--- src/rtl/pwm_pkg.sv ---
// Shared types and reset constants for the complementary dead-time generator.
package pwm_pkg;

  localparam int DT_WIDTH = 16;

  typedef enum logic [2:0] {
    ST_OFF   = 3'd0,
    ST_DEAD  = 3'd1,
    ST_HS_ON = 3'd2,
    ST_LS_ON = 3'd3,
    ST_FAULT = 3'd4
  } state_t;

  localparam state_t RST_STATE = ST_OFF;
  localparam logic   RST_PWM_Q = 1'b0;
  localparam logic   RST_OUT   = 1'b0;

endpackage

--- src/rtl/pwm_dt_counter.sv ---
// Loadable down-counter timing the all-off gap; o_expire flags the final gap cycle.
module pwm_dt_counter
  import pwm_pkg::*;
#(
  parameter int WIDTH = DT_WIDTH
) (
  input  logic             clk,
  input  logic             rst,
  input  logic             i_load,
  input  logic [WIDTH-1:0] i_load_val,
  input  logic             i_dec,
  output logic [WIDTH-1:0] o_value,
  output logic             o_expire
);

  logic [WIDTH-1:0] r_cnt;

  // Load wins over decrement; the zero guard keeps the count from wrapping.
  always_ff @(posedge clk or posedge rst) begin
    if (rst) begin
      r_cnt <= '0;
    end else if (i_load) begin
      r_cnt <= i_load_val;
    end else if (i_dec && (r_cnt != '0)) begin
      r_cnt <= r_cnt - WIDTH'(1);
    end
  end

  assign o_value  = r_cnt;
  assign o_expire = (r_cnt == WIDTH'(1));

endmodule

--- src/rtl/pwm_deadtime.sv ---
// Complementary high/low-side driver with programmable dead gap and latched fault.
// Handshake-free block: inputs are levels sampled every rising edge, outputs are registered Moore decodes.
module pwm_deadtime
  import pwm_pkg::*;
#(
  parameter int WIDTH = DT_WIDTH
) (
  input  logic             clk,
  input  logic             rst,
  input  logic             enable,
  input  logic             pwm_in,
  input  logic [WIDTH-1:0] dead_time,
  input  logic             fault,
  input  logic             fault_clr,
  output logic             hs_out,
  output logic             ls_out,
  output logic             dead_active,
  output logic             fault_latched,
  output state_t           o_state_dbg,
  output logic [WIDTH-1:0] o_dt_cnt_dbg
);

  state_t           r_state;
  state_t           w_state_next;
  logic             r_pwm_q;
  logic             w_load;
  logic             w_dec;
  logic             w_expire;
  logic [WIDTH-1:0] w_load_val;
  logic [WIDTH-1:0] w_dt_cnt;
  logic             r_hs;
  logic             r_ls;
  logic             r_dead;
  logic             r_fault;

  // A zero dead time still yields one all-off cycle.
  assign w_load_val = (dead_time == '0) ? WIDTH'(1) : dead_time;

  always_ff @(posedge clk or posedge rst) begin
    if (rst) begin
      r_pwm_q <= RST_PWM_Q;
    end else begin
      r_pwm_q <= pwm_in;
    end
  end

  pwm_dt_counter #(
    .WIDTH(WIDTH)
  ) u_dt_counter (
    .clk       (clk),
    .rst       (rst),
    .i_load    (w_load),
    .i_load_val(w_load_val),
    .i_dec     (w_dec),
    .o_value   (w_dt_cnt),
    .o_expire  (w_expire)
  );

  always_ff @(posedge clk or posedge rst) begin
    if (rst) begin
      r_state <= RST_STATE;
    end else begin
      r_state <= w_state_next;
    end
  end

  // Fault beats enable, enable beats the per-state rules; FAULT ignores enable.
  always_comb begin
    w_state_next = r_state;
    w_load       = 1'b0;
    w_dec        = 1'b0;
    if (fault) begin
      w_state_next = ST_FAULT;
    end else if (!enable && (r_state != ST_FAULT)) begin
      w_state_next = ST_OFF;
    end else begin
      case (r_state)
        ST_OFF: begin
          w_state_next = ST_DEAD;
          w_load       = 1'b1;
        end
        ST_HS_ON: begin
          if (!r_pwm_q) begin
            w_state_next = ST_DEAD;
            w_load       = 1'b1;
          end
        end
        ST_LS_ON: begin
          if (r_pwm_q) begin
            w_state_next = ST_DEAD;
            w_load       = 1'b1;
          end
        end
        ST_DEAD: begin
          if (w_expire) begin
            w_state_next = r_pwm_q ? ST_HS_ON : ST_LS_ON;
          end else begin
            w_dec = 1'b1;
          end
        end
        ST_FAULT: begin
          if (fault_clr) begin
            w_state_next = ST_OFF;
          end
        end
        default: w_state_next = ST_OFF;
      endcase
    end
  end

  // Outputs are flopped from the next-state decode so they change with the state, glitch-free.
  always_ff @(posedge clk or posedge rst) begin
    if (rst) begin
      r_hs    <= RST_OUT;
      r_ls    <= RST_OUT;
      r_dead  <= RST_OUT;
      r_fault <= RST_OUT;
    end else begin
      r_hs    <= (w_state_next == ST_HS_ON);
      r_ls    <= (w_state_next == ST_LS_ON);
      r_dead  <= (w_state_next == ST_DEAD);
      r_fault <= (w_state_next == ST_FAULT);
    end
  end

  assign hs_out        = r_hs;
  assign ls_out        = r_ls;
  assign dead_active   = r_dead;
  assign fault_latched = r_fault;
  assign o_state_dbg   = r_state;
  assign o_dt_cnt_dbg  = w_dt_cnt;

endmodule
--- config.mk ---
export PLATFORM = sky130hd
export DESIGN_NAME = pwm_deadtime
export DESIGN_NICKNAME = d
export VERILOG_FILES = /design/src/rtl/pwm_pkg.sv /design/src/rtl/pwm_dt_counter.sv /design/src/rtl/pwm_deadtime.sv
export SDC_FILE = /design/constraint.sdc
export NUM_CORES = 1
export LEC_CHECK = 0
export CELL_PAD_IN_SITES_DETAIL_PLACEMENT = 1
export CELL_PAD_IN_SITES_GLOBAL_PLACEMENT = 1
export CORE_MARGIN = 8
export CORE_UTILIZATION = 39
export CTS_BUF_LIST = sky130_fd_sc_hd__clkbuf_8
export DETAILED_ROUTE_END_ITERATION = 8
export GPL_TIMING_DRIVEN = 0
export PLACE_DENSITY = 0.91
export SLEW_MARGIN = 20
export SYNTH_ARGS = -nofsm -noshare
export SYNTH_HDL_FRONTEND = slang
export SYNTH_SLANG_ARGS = --single-unit
--- constraint.sdc ---
create_clock -name clk -period 4.14 [get_ports clk]
set_input_delay 0.414 -clock clk [delete_from_list [all_inputs] [get_ports clk]]
set_output_delay 0.414 -clock clk [all_outputs]
set_load 0.005 [all_outputs]
==> results_slide.txt <==
Run Summary

Detailed routing
  • 1st-pass router iterations: 4
  • Uppermost layer routed: met4
  • Routed wl met3: 291 um
  • Wire per inst: 20.5 um
  • Via Count: 1563
  • ANT nets after route: 0
  • DRT iter0 DRCs: 147
  • Remaining DRCs: 0
  • DR WL met2: 2780 um
  • Vias per inst: 6.06
  • M1 wire length: 2120 um
  • Aggregate routed wire length: 5290 um

Floorplanning
  • Die width: 78.1 um
  • Die Ht: 78.1 um
  • Floorplan Core Area: 0.00369 mm2

Global routing
  • GR peak layer: met2
  • Initial antenna violation count: 0
  • Vias in the first global route: 1792
  • M1 GR Usage: 19.7%
  • First-pass GRT wire length: 8750 um

Placement
  • GPL Wtd Cong: 0.864
  • Port Buffers: 44
  • Post-DP HPWL: 4070 um
  • Pre-CTS WS: 1.53 ns

Finish
  • Fin util: 55.5%
  • Top Layout Cells: 44 x clkdlybuf4s50_1, 24 x dfrtp_1, 19 x nor2_1, 14 x nand2_1, 8 x a21oi_1
  • Nets: 237
  • Top logic cell by instance count in the layout: clkdlybuf4s50_1
  • Syn-to-layout area delta: 36.0%
  • Final instance area: 0.00205 mm2

Clocking
  • Hold_buf cts: 0
  • TritonCTS clock tree: built
  • Clk sink count: 24
  • Max clock buf depth: 2
  • Reg clk slew, reported paths: 0.09 ns
  • H-tree Lvls: 1

STA
  • Max frequency: 430 MHz
  • Final Skew: 0.00958 ns
  • RSZ-0062 raised after global routing: no
  • Slew margin rel.: 37.0%
  • Final setup violation count: 0
  • Fin Setup TNS: 0 ns
  • Least-Margin Pin Slew: 0.944 ns
  • Max Slew Vio Count: 0
  • Final worst path period share: 56.2%

Yosys
  • Yosys top cell by instances: dfrtp_1
  • Xor/xnor share: 3.49%
  • Share of flip-flops with an asynchronous set or reset: 100%
  • Mapped Area: 0.00151 mm2
  • Post-synth top area share: 39.9%
  • Nets at Floorplan: 188
  • Top logic family: simple AND/OR/NAND/NOR gates
  • Synth Seq Share: 39.9%
  • Cell taking the most area after synthesis: dfrtp_1
  • Distinct lib cells used: 51
  • Top cells by count, synth: 24 x dfrtp_1, 19 x nor2_1, 14 x nand2_1
  • Yosys cell count: 163
  • Flops & latches, synth: 24
  • Mean Syn Cell Area: 9.23 um2
  • Cells after Synth: 163

Power
  • Total power: 0.000709 W
  • Pleak: 0.832 nW
  • VDD IR max: 0.000204 V
  • Power Dens Cells: 346 mW/mm2

Setup path
  • Buf/Inv on CP: 3
  • CP top delay family: buffers and inverters
  • Critical path type: in2reg
  • CP Launch Type: primary input
  • CP Cell Sequence: clkdlybuf4s50_1, or3b_2, clkbuf_1, a21oi_2, buf_2, a21oi_1, a22o_1

Run
  • Max cap viols: 0
  • Total tool warning count: 28

Outcome
  • Status: finished clean
[final timing paths]
kind                                              start                       end  slack, ns  cells after the start
worst max-delay path                              fault   u_dt_counter.o_value[1]       1.81                      7
worst min-delay path                             pwm_in                   r_pwm_q       0.59                      1
worst max register to register  u_dt_counter.o_value[0]  u_dt_counter.o_value[13]       1.87                      6
worst min register to register                  r_pwm_q                    ls_out       0.59                      1
max in group asynchronous                           rst   u_dt_counter.o_value[0]       2.90                      2
min in group asynchronous                           rst   u_dt_counter.o_value[1]       0.67                      2
[sequential cells by signal (all words and copies together), names as in the netlist]
name,cells
r_pwm_q,1
dead_active,1
o_state_dbg,3
fault_latched,1
ls_out,1
u_dt_counter.o_value,16
hs_out,1
[layout make-up]
class	instances	area, um2
fillers	442	1640
repair buffers	44	440
plain buffers	6	25.0
inverters	7	26.3
multi-input cells	126	853
flip-flops and latches	24	601
well taps	48	60.1
clock buffers	3	41.3
[worst register-to-register path, cell delays in order (launching register included)]
cell	delay, ns
dfrtp_1	0.43
inv_1	0.09
ha_1	0.24
o2111a_1	0.29
a21oi_1	0.67
a31oi_1	0.22
o22a_1	0.22
[power breakdown]
part	switching, W	internal (W)	total, W	leakage, nW
clock network	0.0000748	0.0000650	0.000140	0.0216
logic	0.000120	0.000131	0.000252	0.511
registers	0.0000522	0.000265	0.000317	0.299
total	0.000247	0.000461	0.000709	0.832
[stage by stage]
stage,hold WS (ns),cells
floorplan,0.429,163
global placement,0.539,255
detailed placement,0.578,255
CTS,0.587,258
global route,0.593,258
finish,0.589,258
Routed metal, one colour a layer:
Scale: 6 px per um.
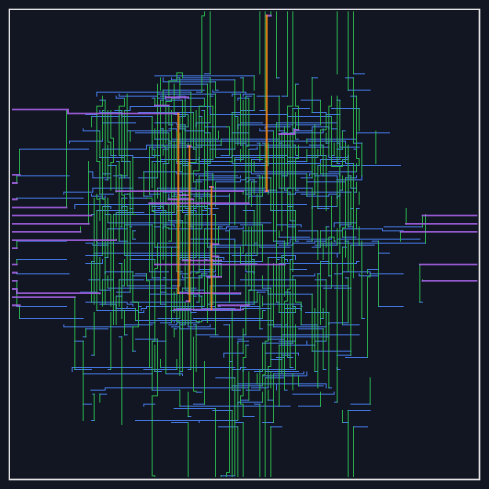
| colour | layer | wire length |
|---|---|---|
| blue | metal 1 | 2120 um |
| green | metal 2 | 2780 um |
| orange | metal 4 | 105 um |
| purple | metal 3 | 292 um |

Selected gate families:
Scale: 4 px per um.
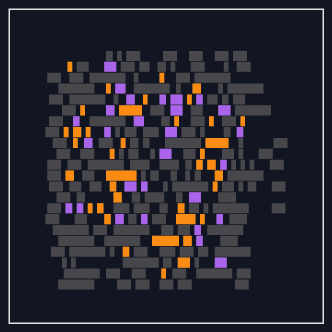
| colour | family | cells |
|---|---|---|
| purple | aoi and oai cells | 28 |
| orange | nor cells | 38 |

Power grid:
Scale: 4 px per um. Pins as bars on the die edge.
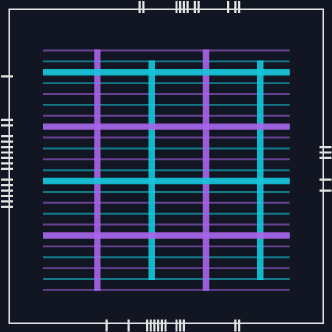
| colour | net |
|---|---|
| purple | VSS |
| cyan | VDD |
met1 rails: 23
met4 straps: 4

Clock distribution:
Scale: 4 px per um.
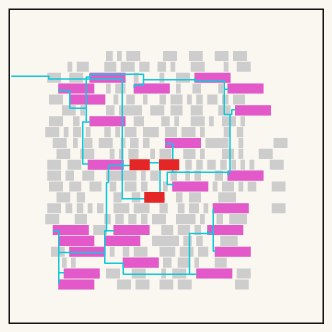
[cyan] clock wires | length: 344 um
[red] clock drivers | count: 3
[magenta] flip-flops | count: 24
routed clock nets: 4
Late-Pin Clk Latency: 0.27 ns
Clock group: 0.000140 W
clock power share: 19.7%

No activity file was given, so power comes from the tool's default toggle rates.
